### Met1 routing

Supply wires on this layer in gray. Cells faint in the background.
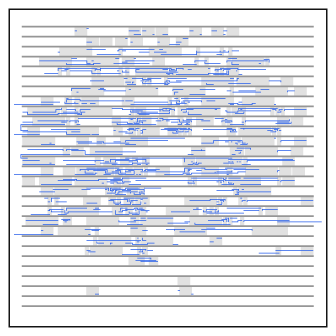
### Sizing map

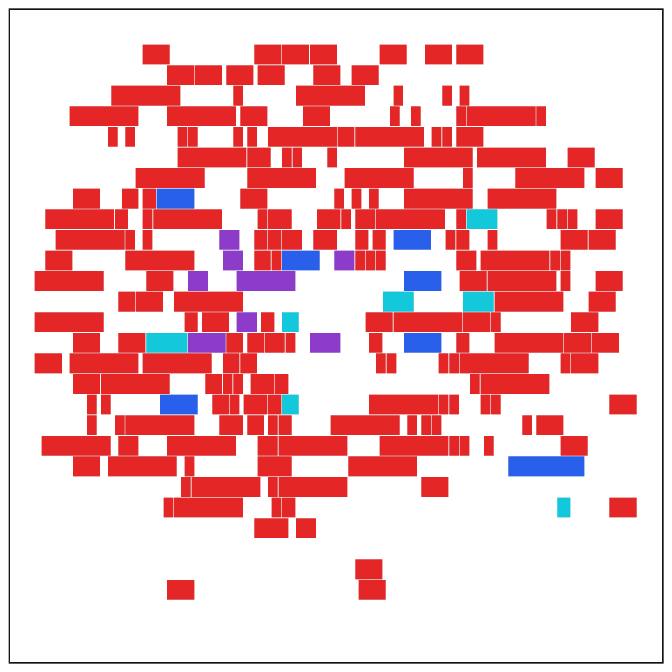
### The clock network

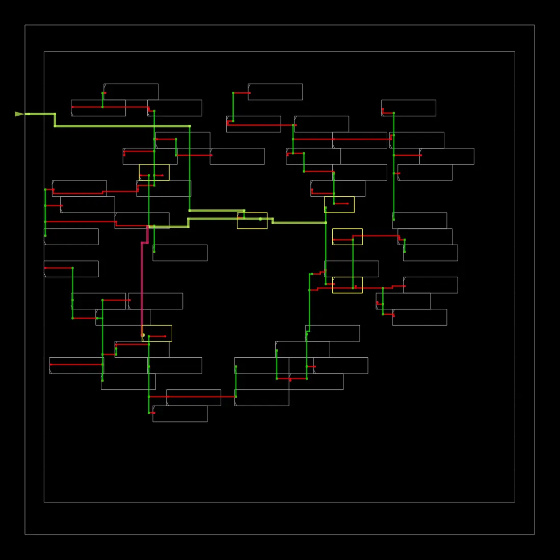
### Routed clock nets over the placement

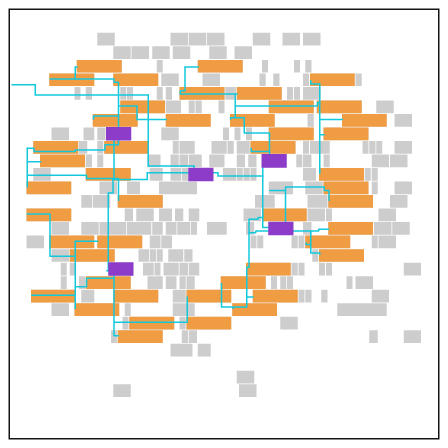
<file path="src/rtl/alu_sequencer_if.sv">
// Bus between the instruction issuer and the ALU control sequencer.
// The issuer (master) drives start and the fields; the sequencer (slave) drives the strobes.
interface alu_sequencer_if;
    logic       start;
    logic [4:0] opcode;
    logic [3:0] ra;
    logic [3:0] rb;
    logic [3:0] rc;

    logic [3:0] reg_sel;
    logic       Rout;
    logic       Rin;
    logic       Yin;
    logic       Zin;
    logic       ZLoout;
    logic       ZHiout;
    logic       LOin;
    logic       HIin;

    logic       AND;
    logic       OR;
    logic       NEG;
    logic       NOT;
    logic       MUL;
    logic       ROL;
    logic       ROR;
    logic       DIV;

    logic       busy;
    logic       done;
    logic       err;

    modport master (
        output start, opcode, ra, rb, rc,
        input  reg_sel, Rout, Rin, Yin, Zin, ZLoout, ZHiout, LOin, HIin,
        input  AND, OR, NEG, NOT, MUL, ROL, ROR, DIV,
        input  busy, done, err
    );

    modport slave (
        input  start, opcode, ra, rb, rc,
        output reg_sel, Rout, Rin, Yin, Zin, ZLoout, ZHiout, LOin, HIin,
        output AND, OR, NEG, NOT, MUL, ROL, ROR, DIV,
        output busy, done, err
    );
endinterface

</file>
<file path="src/rtl/alu_sequencer.sv">
// Control sequencer for one register-register ALU instruction (T3..T6).
// Outputs are registered from the next state so they line up with the state.
module alu_sequencer #(
    parameter int unsigned MULDIV_WAIT = 2
) (
    input logic           clk,
    input logic           clr,
    alu_sequencer_if.slave bus
);

    typedef enum logic [2:0] {
        S_IDLE, S_T3, S_T4, S_WAIT, S_T5, S_T6, S_DONE, S_ERR
    } state_t;

    typedef struct packed {
        logic [3:0] sel;
        logic       rout;
        logic       rin;
        logic       yin;
        logic       zin;
        logic       zlo;
        logic       zhi;
        logic       loin;
        logic       hiin;
        logic [7:0] op;
        logic       busy;
        logic       done;
        logic       err;
    } out_t;

    state_t     state_q, state_d;
    logic [4:0] opc_q, opc_d;
    logic [3:0] ra_q, ra_d;
    logic [3:0] rb_q, rb_d;
    logic [3:0] rc_q, rc_d;
    logic [3:0] cnt_q, cnt_d;
    out_t       out_q, out_d;

    logic [7:0] opv;
    logic       muldiv;
    logic       unary;
    logic       wait_last;
    logic       accept;

    // Op vector bit order: AND OR NEG NOT MUL ROL ROR DIV (msb first)
    function automatic logic [7:0] decode(input logic [4:0] opc);
        logic [7:0] v;
        v = '0;
        case (opc)
            5'h08:   v = 8'h80;
            5'h09:   v = 8'h40;
            5'h10:   v = 8'h20;
            5'h11:   v = 8'h10;
            5'h0E:   v = 8'h08;
            5'h0B:   v = 8'h04;
            5'h0A:   v = 8'h02;
            5'h0F:   v = 8'h01;
            default: v = '0;
        endcase
        return v;
    endfunction

    assign accept    = (state_q == S_IDLE) && bus.start;
    assign opv       = decode(opc_d);
    assign muldiv    = opv[3] | opv[0];
    assign unary     = opv[5] | opv[4];
    assign wait_last = ({1'b0, cnt_q} + 5'd1) >= 5'(MULDIV_WAIT);

    always_ff @(posedge clk or negedge clr) begin
        if (!clr) begin
            state_q <= S_IDLE;
            opc_q   <= '0;
            ra_q    <= '0;
            rb_q    <= '0;
            rc_q    <= '0;
            cnt_q   <= '0;
            out_q   <= '0;
        end else begin
            state_q <= state_d;
            opc_q   <= opc_d;
            ra_q    <= ra_d;
            rb_q    <= rb_d;
            rc_q    <= rc_d;
            cnt_q   <= cnt_d;
            out_q   <= out_d;
        end
    end

    always_comb begin
        opc_d = opc_q;
        ra_d  = ra_q;
        rb_d  = rb_q;
        rc_d  = rc_q;
        if (accept) begin
            opc_d = bus.opcode;
            ra_d  = bus.ra;
            rb_d  = bus.rb;
            rc_d  = bus.rc;
        end
    end

    always_comb begin
        state_d = state_q;
        unique case (state_q)
            S_IDLE: if (bus.start) state_d = (opv != '0) ? S_T3 : S_ERR;
            S_T3:   state_d = S_T4;
            S_T4:   state_d = (muldiv && MULDIV_WAIT != 0) ? S_WAIT : S_T5;
            S_WAIT: if (wait_last) state_d = S_T5;
            S_T5:   state_d = muldiv ? S_T6 : S_DONE;
            S_T6:   state_d = S_DONE;
            S_DONE: state_d = S_IDLE;
            S_ERR:  state_d = S_IDLE;
            default: state_d = S_IDLE;
        endcase
        cnt_d = (state_q == S_WAIT && state_d == S_WAIT) ? cnt_q + 4'd1 : '0;
    end

    always_comb begin
        out_d      = '0;
        out_d.busy = (state_d != S_IDLE);
        unique case (state_d)
            S_T3: begin
                out_d.sel  = rb_d;
                out_d.rout = 1'b1;
                out_d.yin  = 1'b1;
            end
            S_T4, S_WAIT: begin
                out_d.sel  = unary ? rb_d : rc_d;
                out_d.rout = 1'b1;
                out_d.op   = opv;
                out_d.zin  = 1'b1;
            end
            S_T5: begin
                out_d.zlo = 1'b1;
                if (muldiv) begin
                    out_d.loin = 1'b1;
                end else begin
                    out_d.sel = ra_d;
                    out_d.rin = 1'b1;
                end
            end
            S_T6: begin
                out_d.zhi  = 1'b1;
                out_d.hiin = 1'b1;
            end
            S_DONE:  out_d.done = 1'b1;
            S_ERR:   out_d.err  = 1'b1;
            default: out_d.busy = 1'b0;
        endcase
    end

    assign bus.reg_sel = out_q.sel;
    assign bus.Rout    = out_q.rout;
    assign bus.Rin     = out_q.rin;
    assign bus.Yin     = out_q.yin;
    assign bus.Zin     = out_q.zin;
    assign bus.ZLoout  = out_q.zlo;
    assign bus.ZHiout  = out_q.zhi;
    assign bus.LOin    = out_q.loin;
    assign bus.HIin    = out_q.hiin;
    assign bus.AND     = out_q.op[7];
    assign bus.OR      = out_q.op[6];
    assign bus.NEG     = out_q.op[5];
    assign bus.NOT     = out_q.op[4];
    assign bus.MUL     = out_q.op[3];
    assign bus.ROL     = out_q.op[2];
    assign bus.ROR     = out_q.op[1];
    assign bus.DIV     = out_q.op[0];
    assign bus.busy    = out_q.busy;
    assign bus.done    = out_q.done;
    assign bus.err     = out_q.err;

endmodule

</file>
<file path="src/flat_wrapper.sv">
// flat-port wrapper written by rule: the top's interface ports become plain ports
module alu_sequencer_flat 
#(
    parameter int unsigned MULDIV_WAIT = 2
)
  (clk, clr, bus_start, bus_opcode, bus_ra, bus_rb, bus_rc, bus_reg_sel, bus_Rout, bus_Rin, bus_Yin, bus_Zin, bus_ZLoout, bus_ZHiout, bus_LOin, bus_HIin, bus_AND, bus_OR, bus_NEG, bus_NOT, bus_MUL, bus_ROL, bus_ROR, bus_DIV, bus_busy, bus_done, bus_err);
  alu_sequencer_if bus_i ();
  input logic clk;
  input logic clr;
  input wire logic [$bits(bus_i.start)-1:0] bus_start;
  input wire logic [$bits(bus_i.opcode)-1:0] bus_opcode;
  input wire logic [$bits(bus_i.ra)-1:0] bus_ra;
  input wire logic [$bits(bus_i.rb)-1:0] bus_rb;
  input wire logic [$bits(bus_i.rc)-1:0] bus_rc;
  output wire logic [$bits(bus_i.reg_sel)-1:0] bus_reg_sel;
  output wire logic [$bits(bus_i.Rout)-1:0] bus_Rout;
  output wire logic [$bits(bus_i.Rin)-1:0] bus_Rin;
  output wire logic [$bits(bus_i.Yin)-1:0] bus_Yin;
  output wire logic [$bits(bus_i.Zin)-1:0] bus_Zin;
  output wire logic [$bits(bus_i.ZLoout)-1:0] bus_ZLoout;
  output wire logic [$bits(bus_i.ZHiout)-1:0] bus_ZHiout;
  output wire logic [$bits(bus_i.LOin)-1:0] bus_LOin;
  output wire logic [$bits(bus_i.HIin)-1:0] bus_HIin;
  output wire logic [$bits(bus_i.AND)-1:0] bus_AND;
  output wire logic [$bits(bus_i.OR)-1:0] bus_OR;
  output wire logic [$bits(bus_i.NEG)-1:0] bus_NEG;
  output wire logic [$bits(bus_i.NOT)-1:0] bus_NOT;
  output wire logic [$bits(bus_i.MUL)-1:0] bus_MUL;
  output wire logic [$bits(bus_i.ROL)-1:0] bus_ROL;
  output wire logic [$bits(bus_i.ROR)-1:0] bus_ROR;
  output wire logic [$bits(bus_i.DIV)-1:0] bus_DIV;
  output wire logic [$bits(bus_i.busy)-1:0] bus_busy;
  output wire logic [$bits(bus_i.done)-1:0] bus_done;
  output wire logic [$bits(bus_i.err)-1:0] bus_err;
  assign bus_i.start = bus_start;
  assign bus_i.opcode = bus_opcode;
  assign bus_i.ra = bus_ra;
  assign bus_i.rb = bus_rb;
  assign bus_i.rc = bus_rc;
  assign bus_reg_sel = bus_i.reg_sel;
  assign bus_Rout = bus_i.Rout;
  assign bus_Rin = bus_i.Rin;
  assign bus_Yin = bus_i.Yin;
  assign bus_Zin = bus_i.Zin;
  assign bus_ZLoout = bus_i.ZLoout;
  assign bus_ZHiout = bus_i.ZHiout;
  assign bus_LOin = bus_i.LOin;
  assign bus_HIin = bus_i.HIin;
  assign bus_AND = bus_i.AND;
  assign bus_OR = bus_i.OR;
  assign bus_NEG = bus_i.NEG;
  assign bus_NOT = bus_i.NOT;
  assign bus_MUL = bus_i.MUL;
  assign bus_ROL = bus_i.ROL;
  assign bus_ROR = bus_i.ROR;
  assign bus_DIV = bus_i.DIV;
  assign bus_busy = bus_i.busy;
  assign bus_done = bus_i.done;
  assign bus_err = bus_i.err;
  alu_sequencer #(.MULDIV_WAIT(MULDIV_WAIT)) u_core (.clk(clk), .clr(clr), .bus(bus_i));
endmodule
</file>
<file path="config.mk">
export PLATFORM = sky130hd
export DESIGN_NAME = alu_sequencer_flat
export DESIGN_NICKNAME = d
export VERILOG_FILES = /design/src/rtl/alu_sequencer_if.sv /design/src/rtl/alu_sequencer.sv /design/src/flat_wrapper.sv
export SDC_FILE = /design/constraint.sdc
export NUM_CORES = 1
export LEC_CHECK = 0
export CAP_MARGIN = 20
export CORE_MARGIN = 3
export CORE_UTILIZATION = 30
export DETAILED_ROUTE_END_ITERATION = 8
export GPL_ROUTABILITY_DRIVEN = 0
export GPL_TIMING_DRIVEN = 1
export SYNTH_ARGS = -nofsm -noshare
export SYNTH_HDL_FRONTEND = slang
export SYNTH_SLANG_ARGS = --single-unit
</file>
<file path="constraint.sdc">
create_clock -name clk -period 2.75 [get_ports clk]
set_input_delay 0.275 -clock clk [delete_from_list [all_inputs] [get_ports clk]]
set_output_delay 0.275 -clock clk [all_outputs]
set_load 0.01 [all_outputs]
</file>
==> results_slide.txt <==
Flow Results at a Glance

Run status
  • Status: completed

Flow run
  • Log Warnings: 27

Cells and area
  • Most frequent cells in the layout: nand2_1, dfrtp_1, clkdlybuf4s50_1
  • Max FFs per register: 5
  • Design area: 2550 um2
  • Top reg by flops: u_core.opc_q
  • Commonest Layout Cell: nand2_1
  • Core Util, Final: 0.421
  • Area grow syn2layout: 32.6%
  • Share of layout cells above drive strength 1: 0.0948
  • Total Nets Final: 255

Floorplanning
  • Die H: 86.1 um
  • FP Util: 0.318
  • Chip footprint: 7420 um2
  • Die width: 86.1 um

Drt
  • WL/cell: 12.9 um
  • Final ANT Viol Nets: 0
  • WL final: 3.97 mm
  • Starting DRT DRC Count: 55
  • DR WL met3: 322 um
  • Drt drc: 0

Synth
  • Cell accounting for the most synthesized area: dfrtp_1
  • #FFs+latches synth: 46
  • Cell variety after synth: 39
  • Syn avg cell area: 10.6 um2
  • Most frequent cell after synthesis: nand2_1
  • Synth cell count leaders: nand2_1, dfrtp_1, nor2_1
  • Post-synthesis sequential area ratio: 0.598

Clocking
  • H-tree Lvls: 2
  • Max Root-Sink Buffers: 2
  • Clock-pin slew on the worst setup and hold paths: 0.07 ns
  • CTS tree: yes
  • Post-CTS setup buffers: 0
  • Resized cells post-CTS: 0
  • Clock sinks: 46

Global route
  • Total GRT Usage: 0.113
  • GRT met3 Usage: 0.0403
  • First-pass GRT wire length: 6.52 mm
  • Vias in the first global route: 1371
  • Most used routing layer: met2
  • Initial antenna violation count: 0

Power
  • P_comb: 0.000853 W
  • Pint: 0.00147 W
  • Seq pwr: 0.000988 W
  • Sw Share: 0.341
  • Top power group: registers
  • Maximum vdd drop: 0.428 mV

Setup path
  • CP endpoint kind: flip-flop
  • Flop2flop setup slack: 0.32 ns
  • Startpoint class of the critical path: flip-flop
  • Worst r2r path cells: 6
  • Critical setup path kind: flip-flop to flip-flop

STA
  • Achievable Freq: 411 MHz
  • Final setup TNS: 0 ns
  • Cycle use final: 0.884
  • Final Setup Violations: 0
  • Hold WS: 0.470 ns
  • Tmin final: 2.43 ns

Min path
  • Hold/Removal Path Class: flip-flop to flip-flop
  • Hold_sp: u_core.rc_q[0]$_DFF_PN0_

Placement
  • Cell Area, Placed: 2430 um2
  • Dpl hpwl: 2.88 mm
## Picture notes: 'Met1 routing'
share of all routed wire	48%
nets with wire on the layer	221

## Picture notes: 'Sizing map'
color	size	cells	share
red	_0 and _1 cells	210	91%
purple	_3 and _4 cells	8	3.4%
blue	_6 and larger	7	3.0%
cyan	_2 cells	7	3.0%

## Picture notes: 'The clock network'
Clock Latency Late Sink: 0.29 ns
Clock buffer cells: 6

## Picture notes: 'Routed clock nets over the placement'
[orange] flip-flops | count: 46
[purple] clock drivers | count: 5
[cyan] clock wires | length: 500 um
routed clock nets	6

[per-stage QoR]
step	instances	worst slack (ns)
floorplan	184	0.443
global placement	299	0.176
detailed placement	299	0.138
CTS	305	0.298
global route	307	0.0891
finish	307	0.318
[how the worst max path moves through the flow]
stage	end	from	depth (start not counted)	slack, ns
floorplan	u_core.bus.reg_sel[0]$_DFF_PN0_	u_core.state_q[0]$_DFF_PN0_	9	0.44
global placement	u_core.bus.reg_sel[3]$_DFF_PN0_	bus_start	7	0.18
detailed placement	u_core.bus.reg_sel[2]$_DFF_PN0_	bus_start	7	0.14
CTS	u_core.bus.reg_sel[2]$_DFF_PN0_	u_core.state_q[0]$_DFF_PN0_	6	0.30
global route	u_core.bus.reg_sel[2]$_DFF_PN0_	u_core.state_q[0]$_DFF_PN0_	6	0.09
finish	u_core.bus.reg_sel[2]$_DFF_PN0_	u_core.state_q[0]$_DFF_PN0_	6	0.32
[kinds of logic (layout without fill, tap and decap cells)]
kind of cell	count (synthesis)	count (layout)	share of synthesized area
flip-flops	46	46	0.598
multiplexers	5	5	0.0279
other	1	3	0.00195
buffers and inverters	12	60	0.0377
adder cells (fa/ha/maj)	2	2	0.0130
AND/OR/NAND/NOR	94	94	0.238
AND-OR/OR-AND	22	22	0.0832
[cell type report]
type	count	area, um2
sequential	46	1150
multi-input combinational	126	716
fill	602	3510
timing repair buffer	49	490
clock buffer	6	82.6
inverter	5	18.8
tap	75	93.8
[worst max-delay path, cell delays in order (launching register included)]
cell and delay, ns:
dfrtp_1 0.49, or4b_4 0.65, nand2_1 0.10, nand2_1 0.08
a21oi_1 0.33, mux2_2 0.38, a221o_1 0.28
[repair_timing]
| action | 4_1_cts | 5_1_grt |
|---|---|---|
| hold buffers | 0 | 1 |
| endpoints found under the setup margin | 0 | 0 |
| hold endpoints to repair | 0 | 21 |
Power is estimated from default activity; no workload was simulated.
